<file path="src/rtl/lsu_dmem.sv">
// Load/store unit in front of a word-wide data memory: byte/half extraction on loads,
// read-modify-write for sub-word stores. Define LSU_MISALIGN_TRAP_EN to trap misaligned halves/words.
module lsu_dmem #(
  parameter int MEM_LATENCY = 1,
  parameter int WORD_LEN    = 32
) (
  input  logic                clk,
  input  logic                rst_n,
  input  logic                req_valid,
  output logic                req_ready,
  input  logic                req_wen,
  input  logic [1:0]          req_size,
  input  logic                req_unsigned,
  input  logic [WORD_LEN-1:0] req_addr,
  input  logic [WORD_LEN-1:0] req_wdata,
  output logic                resp_valid,
  output logic [WORD_LEN-1:0] resp_rdata,
  output logic                resp_err,
  output logic [WORD_LEN-1:0] mem_addr,
  input  logic [WORD_LEN-1:0] mem_rdata,
  output logic                mem_wen,
  output logic [WORD_LEN-1:0] mem_wdata
);

  localparam logic [1:0] IDLE  = 2'd0;
  localparam logic [1:0] READ  = 2'd1;
  localparam logic [1:0] WRITE = 2'd2;
  localparam logic [1:0] RESP  = 2'd3;

  localparam logic [2:0] LAT = 3'(MEM_LATENCY);

  logic [1:0]          state_reg;
  logic [2:0]          cnt_reg;
  logic [1:0]          lo_reg;
  logic [1:0]          size_reg;
  logic                uns_reg;
  logic                wen_reg;
  logic [15:0]         wdata_reg;
  logic [WORD_LEN-1:0] mem_addr_reg;
  logic [WORD_LEN-1:0] mem_wdata_reg;
  logic [WORD_LEN-1:0] resp_rdata_reg;
  logic                resp_err_reg;

  logic                bad_req;
  logic [WORD_LEN-1:0] eff_addr;

  always_comb begin
    bad_req  = (req_size == 2'b11);
    eff_addr = req_addr;
`ifdef LSU_MISALIGN_TRAP_EN
    if ((req_size == 2'b01 && req_addr[0]) || (req_size == 2'b10 && req_addr[1:0] != 2'b00))
      bad_req = 1'b1;
`else
    // Misaligned accesses silently round down to the natural boundary of the size.
    if (req_size == 2'b01)
      eff_addr[0] = 1'b0;
    else if (req_size == 2'b10)
      eff_addr[1:0] = 2'b00;
`endif
  end

  function automatic logic [WORD_LEN-1:0] load_extract(
    input logic [WORD_LEN-1:0] word,
    input logic [1:0]          lo,
    input logic [1:0]          size,
    input logic                uns
  );
    logic [7:0]          b;
    logic [15:0]         h;
    logic [WORD_LEN-1:0] r;
    b = word[{lo, 3'b000} +: 8];
    h = word[{lo[1], 4'b0000} +: 16];
    case (size)
      2'b00:   r = uns ? {{(WORD_LEN-8){1'b0}}, b}  : {{(WORD_LEN-8){b[7]}}, b};
      2'b01:   r = uns ? {{(WORD_LEN-16){1'b0}}, h} : {{(WORD_LEN-16){h[15]}}, h};
      default: r = word;
    endcase
    return r;
  endfunction

  function automatic logic [WORD_LEN-1:0] store_merge(
    input logic [WORD_LEN-1:0] word,
    input logic [1:0]          lo,
    input logic [1:0]          size,
    input logic [15:0]         wd
  );
    logic [WORD_LEN-1:0] r;
    r = word;
    case (size)
      2'b00:   r[{lo, 3'b000} +: 8]     = wd[7:0];
      2'b01:   r[{lo[1], 4'b0000} +: 16] = wd;
      default: r = word;
    endcase
    return r;
  endfunction

  always_ff @(posedge clk or negedge rst_n) begin
    if (!rst_n) begin
      state_reg      <= IDLE;
      cnt_reg        <= 3'd0;
      lo_reg         <= 2'b00;
      size_reg       <= 2'b00;
      uns_reg        <= 1'b0;
      wen_reg        <= 1'b0;
      wdata_reg      <= 16'd0;
      mem_addr_reg   <= '0;
      mem_wdata_reg  <= '0;
      resp_rdata_reg <= '0;
      resp_err_reg   <= 1'b0;
    end else begin
      case (state_reg)
        IDLE: begin
          if (req_valid) begin
            if (bad_req) begin
              resp_rdata_reg <= '0;
              resp_err_reg   <= 1'b1;
              state_reg      <= RESP;
            end else begin
              lo_reg       <= eff_addr[1:0];
              size_reg     <= req_size;
              uns_reg      <= req_unsigned;
              wen_reg      <= req_wen;
              wdata_reg    <= req_wdata[15:0];
              mem_addr_reg <= {eff_addr[WORD_LEN-1:2], 2'b00};
              cnt_reg      <= 3'd0;
              if (req_wen && req_size == 2'b10) begin
                mem_wdata_reg <= req_wdata;
                state_reg     <= WRITE;
              end else begin
                state_reg <= READ;
              end
            end
          end
        end
        READ: begin
          if (cnt_reg == LAT) begin
            if (wen_reg) begin
              mem_wdata_reg <= store_merge(mem_rdata, lo_reg, size_reg, wdata_reg);
              state_reg     <= WRITE;
            end else begin
              resp_rdata_reg <= load_extract(mem_rdata, lo_reg, size_reg, uns_reg);
              resp_err_reg   <= 1'b0;
              state_reg      <= RESP;
            end
          end else begin
            cnt_reg <= cnt_reg + 3'd1;
          end
        end
        WRITE: begin
          resp_rdata_reg <= '0;
          resp_err_reg   <= 1'b0;
          state_reg      <= RESP;
        end
        default: state_reg <= IDLE;
      endcase
    end
  end

  // mem_wen is a pure state decode so an async reset kills a pending write at once.
  assign req_ready  = (state_reg == IDLE);
  assign resp_valid = (state_reg == RESP);
  assign mem_wen    = (state_reg == WRITE);
  assign mem_addr   = mem_addr_reg;
  assign mem_wdata  = mem_wdata_reg;
  assign resp_rdata = resp_rdata_reg;
  assign resp_err   = resp_err_reg;

endmodule

</file>
<file path="config.mk">
export PLATFORM = sky130hd
export DESIGN_NAME = lsu_dmem
export DESIGN_NICKNAME = d
export VERILOG_FILES = /design/src/rtl/lsu_dmem.sv
export SDC_FILE = /design/constraint.sdc
export NUM_CORES = 1
export LEC_CHECK = 0
export ABC_AREA = 1
export ABC_CLOCK_PERIOD_IN_PS = 4100
export CELL_PAD_IN_SITES_DETAIL_PLACEMENT = 1
export CELL_PAD_IN_SITES_GLOBAL_PLACEMENT = 1
export CORE_AREA = 2 2 133 161
export DETAILED_ROUTE_END_ITERATION = 16
export DIE_AREA = 0 0 135 163
export GPL_TIMING_DRIVEN = 1
export HOLD_SLACK_MARGIN = 0.06
export PLACE_DENSITY_LB_ADDON = 0.1
export SYNTH_ARGS = -nofsm -noshare
export SYNTH_HDL_FRONTEND = slang
export SYNTH_SLANG_ARGS = --single-unit
</file>
<file path="constraint.sdc">
create_clock -name clk -period 4.1 [get_ports clk]
set_clock_uncertainty 0.1 [all_clocks]
set_input_delay 0.41 -clock clk [delete_from_list [all_inputs] [get_ports clk]]
set_output_delay 0.41 -clock clk [all_outputs]
set_load 0.005 [all_outputs]
</file>
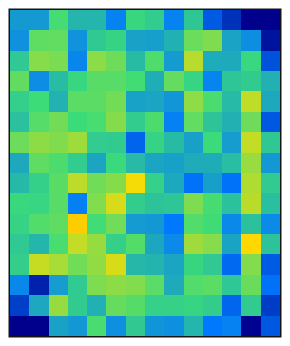
run_1/density.png
(2 px per µm) The die is cut into 14 by 16 equal tiles; dark blue is low, red is high, 0 to 100% covered.
The densest ninth of the die: middle left. The fullest tile reaches 77%. 2.2% of the tiles are nearly empty. 0.90% of the tiles are over 75% full. The mean over all tiles is 44%.
Core Box Area: 20,610 µm²
Core Density at Floorplan: 35.24%
Final Core Density: 48.34%

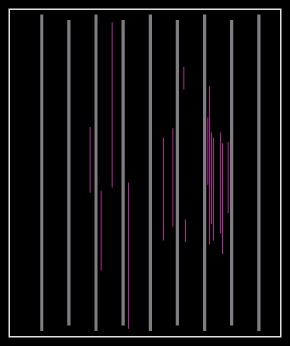
run_1/met4.png
(2 px per µm) Supply wires on this layer in gray.
The layer holds 2.6% of the routed length. The wires run mostly vertical.
Post-Route WL: 26,490 µm
via count: 7,624

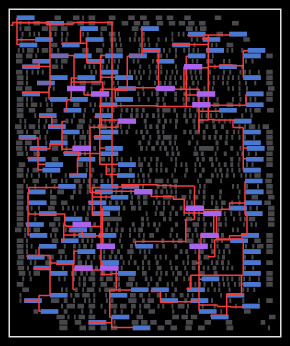
run_1/clock_map.png
(2 px per µm)
Key: clock wires = red [length 2,110 µm]; flip-flops = blue [count 122]; cells driving clock nets = purple [count 17]
Position of the flops: all over the die.
P_clk: 1.48 mW
Clock power frac: 19.7%
worst-skew pair later-pin latency: 420 ps

## run 1: worst max-delay path, stage by stage, from the launching register on
cell     delay (ps)
dfrtp_1         390
inv_1            90
ha_1            210
buf_4           280
nand2_1         110
nand2_1          50
a21oi_1         230
nand3_2         560
nor2_1          260
nand2_1          80
nand2_1          80
## run 1: cells in the mapped netlist
cell type	count	share of area, %
conb_1	1	0.052
inv_1	54	2.8
buf_1	4	0.21
clkbuf_1	19	0.98
nor2_4	2	0.31
o21ai_0	76	5.2
nand2_1	444	23
a21oi_1	50	3.4
o21ai_1	1	0.069
o22ai_1	8	0.69
buf_6	5	0.78
dfrtp_1	122	42
buf_2	27	1.9
nand2_2	2	0.17
o31ai_1	1	0.10
nand3_1	65	4.5
nand4_4	1	0.29
inv_2	3	0.16
nor2_1	147	7.6
buf_4	6	0.62
nand4_1	1	0.086
xnor2_1	1	0.12
ha_1	12	2.1
nand3b_1	1	0.10
o211ai_1	13	1.3
or2_2	8	0.69
a21oi_2	1	0.12
a21oi_4	1	0.22
nand3_2	3	0.41
## run 1: metal layers
metal / vias up / track usage [%] / part of all wire, % / wire (µm)
li1: 3739 / - / - / -
met1: 3632 / 31.63 / 44 / 11710
met2: 218 / 40.42 / 47 / 12370
met3: 35 / 6.785 / 6.5 / 1714
met4: 0 / 8.759 / 2.6 / 698
met5: - / 0 / 0 / 0
## run 1: per-stage QoR
| step | hold WS, ps | cells |
|---|---|---|
| 6_report | 377.7 | 1535 |
| 5_1_grt | 396.5 | 1535 |
| 4_1_cts | 382.9 | 1535 |
| 3_5_place_dp | 367.1 | 1502 |
| 3_3_place_gp | 361.4 | 1502 |
| 2_1_floorplan | 14.41 | 1080 |
## run 1: worst paths after layout
path	from	endpoint	slack, ps	cells past startpoint
max	state_reg[1]	resp_rdata[23]	1560	10
min	resp_rdata[9]	resp_rdata[9]	380	2
max reg2reg	state_reg[1]	resp_rdata[23]	1560	10
min reg2reg	resp_rdata[9]	resp_rdata[9]	380	2
max in group asynchronous	rst_n	mem_addr[20]	2390	3
min in group asynchronous	rst_n	resp_rdata[18]	540	2
## run 1: report_power, final
part           switching, mW  leakage, nW  internal, mW
logic                   2.41         3.00          1.58
registers              0.370         1.56          1.69
clock network          0.615        0.280         0.870
total                   3.39         4.84          4.15
## run 1: cell families (layout without fill, tap and decap cells)
group                      count (synthesis)  in the layout  share of synthesized area [%]
and+or+nand+nor                          674            674                          37.10
AOI/OAI and AO/OA                        151            151                          11.23
DFF                                      122            122                          42.04
buffers and inverters                    118            303                          7.391
adders and majority gates                 12             12                          2.067
other                                      1              2                        0.05164
xor gates and xnor gates                   1              1                         0.1206
## run 1: area by class of cell
type                            instances  area (µm²)
Clock buffer                           19       452.9
Timing Repair Buffer                  214        2107
Inverter                               57       214.0
Tap cell                              270       337.8
Clock inverter                         13       117.6
Sequential cell                       122        3053
Multi-Input combinational cell        840        3681
Fill cell                            2676       10650
## run 1: repair_timing
item,CTS,global route
buffers inserted,0,0
hold buffers,1,0
hold endpoints to repair,58,0
==> reports/results.ini, run 1 <==
[drt]
drt_pre_antenna_iters=5
routed_via_density=4.967
drtIter0Drc=358
routedWlPerCell_um=17.26

[global_routing]
grt_overflow=0
grt_first_pass_wirelength_um=42500
grt_antenna_before_repair=0
grt_max_degree=61
grt_pass1_vias=7920

[timing]
min_period_over_period_pct=61.89
slew_violations=0
worst_slew_pin_slew_ps=1152
rsz0062_at_grt=no

[worst_setup_path]
startpoint_type=flip-flop
criticalPathCategory=flip-flop to flip-flop
cp.arrival_ps=2790

[floorplanning]
fp-row-count=58
fp.dieW_um=135

[synthesis]
synthDistinctLibCells=29
syn_area_per_cell_um2=6.730
synth_area_um2=7262
yosys-stat-cells=1079
ys_ff=122
netlist_instances=1079
ys_seq_share_pct=42.04

[cells_and_area]
fin_nets=1367
design_area_um2=9963

[run]
warnings=35
drv_cap=0

[place]
dpl.hpwl_um=19080
postPlaceCellArea_um2=9383
pre_cts_ws_ps=1511

[hold_path]
hold_path.class=flip-flop to flip-flop

[run_status]
run_status=finished clean

[clock_tree]
clk_pin_slew_worst_paths_ps=60

run_1/final_congestion.png
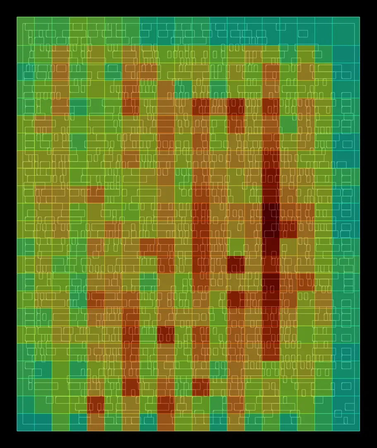

==> run 1 -> run 2 <==
--- a/config.mk
+++ b/config.mk
@@ -6,12 +6,12 @@
 export NUM_CORES = 1
 export LEC_CHECK = 0
 export ABC_AREA = 1
-export ABC_CLOCK_PERIOD_IN_PS = 4100
+export ABC_CLOCK_PERIOD_IN_PS = 2200
 export CELL_PAD_IN_SITES_DETAIL_PLACEMENT = 1
 export CELL_PAD_IN_SITES_GLOBAL_PLACEMENT = 1
-export CORE_AREA = 2 2 133 161
+export CORE_AREA = 2 2 146 176
 export DETAILED_ROUTE_END_ITERATION = 16
-export DIE_AREA = 0 0 135 163
+export DIE_AREA = 0 0 148 178
 export GPL_TIMING_DRIVEN = 1
 export HOLD_SLACK_MARGIN = 0.06
 export PLACE_DENSITY_LB_ADDON = 0.1
==> constraint.sdc (replaced) <==
create_clock -name clk -period 2.2 [get_ports clk]
set_clock_uncertainty 0.1 [all_clocks]
set_input_delay 0.22 -clock clk [delete_from_list [all_inputs] [get_ports clk]]
set_output_delay 0.22 -clock clk [all_outputs]
set_load 0.005 [all_outputs]
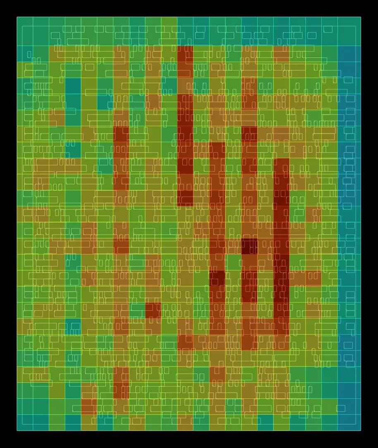
run_2/final_congestion.png
GR Util met1: 27.83%
Total Routing Usage GR: 21.15%

==> run 2 against run 1 <==
  * Sequential share of layout area down 1.0 points
  * Global-route usage is 3.6 points lower
  * Largest cell class unchanged
  * Via count shrank 0.94%
  * Critical path depth is 7 lower
  * Design area rose by 3.4%
  * Worst hold slack worse by 160 ps
  * Worst setup slack got worse by 1400 ps
  * Register-to-register slack got worse by 1400 ps
  * Count of clock-buffer cells in the layout decreased by 2
  * Clock power up 94%
==> reports/results.ini, run 2 <==
[run_status]
run_status=finished clean

[synthesis]
synth_area_um2=7262  ; unchanged
top_cells_by_count=nand2_1 (444), nor2_1 (147), dfrtp_1 (122)
syn_area_per_cell_um2=6.730  ; unchanged
async_reset_ff_share_pct=100.0  ; unchanged
topCellsByArea=dfrtp_1 (42%), nand2_1 (23%), nor2_1 (7.6%)
synthDistinctLibCells=29  ; unchanged
ys_ff=122  ; unchanged
yosys-stat-cells=1079  ; unchanged
ff_type=dfrtp_1
netlist_instances=1079  ; unchanged

[global_routing]
grt_antenna_before_repair=0  ; unchanged
grt_first_pass_wirelength_um=43530  ; +2.4%
grt_pass1_vias=7843  ; -0.97%
grt_overflow=0  ; unchanged
grt_max_degree=50  ; -18%

[drt]
routed_via_density=4.682  ; -5.7%
drtIter0Drc=328  ; -8.4%
drt_pre_antenna_iters=4  ; -1
routedWlPerCell_um=16.87  ; -2.2%

[timing]
hold_slack_ps=214.8  ; -162.8 ps
worst_slew_pin_slew_ps=725.7  ; -425.9 ps
min_period_over_period_pct=94.63

[hold_path]
hold_path.class=input port to asynchronous set/reset pin

[place]
pre_cts_ws_ps=112.7  ; -1399 ps
postPlaceCellArea_um2=9679  ; +3.2%
dpl.hpwl_um=20390  ; +6.8%

[worst_setup_path]
worstRegToRegCells=8  ; -2

[cells_and_area]
fin_nets=1390  ; +1.7%
design_area_um2=10310  ; +3.4%

[floorplanning]
fp.dieW_um=148  ; +9.6%
fp-row-count=63  ; +8.6%
coreArea_um2=24590  ; +19%

[run]
drv_cap=0  ; unchanged
warnings=35  ; unchanged

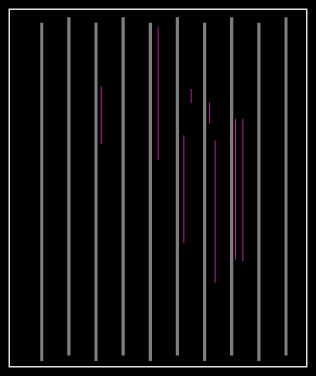
run_2/met4.png
(2 px per µm) Supply wires on this layer in gray.
The layer holds 1.4% of the routed length. The longest straight run is 70.7 µm. 5 nets have wire on it. The wires run mostly vertical. The layer carries 377 µm of wire.

-- run 2: cell counts after synthesis --
No cell type changed its count.
-- run 2: final cells by class --
type / instances / area, µm²
clock buffer: 17 / 425.4
clock inverter: 15 / 162.7
fill: 3109 / 14290
inverter: 57 / 214.0
multi-input combinational: 840 / 3690
sequential: 122 / 3053
tap: 325 / 406.6
timing repair buffer: 237 / 2355
-- run 2: cell families (layout without fill, tap and decap cells) --
| family | Yosys count | after routing | synth area share (%) |
|---|---|---|---|
| buf+inv | 118 | 326 | 7.391 |
| flops | 122 | 122 | 42.04 |
| other cells | 1 | 2 | 0.05164 |
| simple gates | 674 | 674 | 37.10 |
| compound gates | 151 | 151 | 11.23 |
| xor+xnor | 1 | 1 | 0.1206 |
| fa+ha+maj | 12 | 12 | 2.067 |
-- run 2: path summary, 6_finish.rpt --
path                                 from              to  slack (ps)
min                                 rst_n  resp_rdata[19]         210
max reg2reg                  state_reg[1]   resp_rdata[0]         210
max in group asynchronous           rst_n   mem_wdata[11]        1110
max                          state_reg[0]       req_ready         120
min reg2reg                resp_rdata[29]  resp_rdata[29]         370
min in group clk             req_addr[29]    mem_addr[29]         220
-- run 2: layer usage --
layer  global-route usage, %  up-vias  part of all wire, %
met4                   5.317        0                  1.4
met3                   5.575       20                  5.8
li1                        -     3789                    -
met1                   27.83     3566                   46
met5                       0        -                    0
met2                   34.68      177                   46
-- run 2: critical path, stage by stage (launching register included) --
cell and delay [ps]:
dfrtp_1 420, inv_1 120, ha_2 260, clkdlybuf4s50_1 530
-- run 2: power by group --
group	internal, mW	leakage (nW)	switching [mW]	total [mW]
clock	1.69	0.281	1.19	2.87
sequential	3.16	1.56	0.652	3.81
combinational	3.32	3.14	4.60	7.92
-- run 2: repair_timing --
action,CTS,global route
setup endpoints to repair,0,19
resized,0,3
hold buffers,1,0
endpoints found under the hold margin,34,0
buffers inserted,0,1
Power figures rest on the tool's default switching activity, not on a simulated workload.
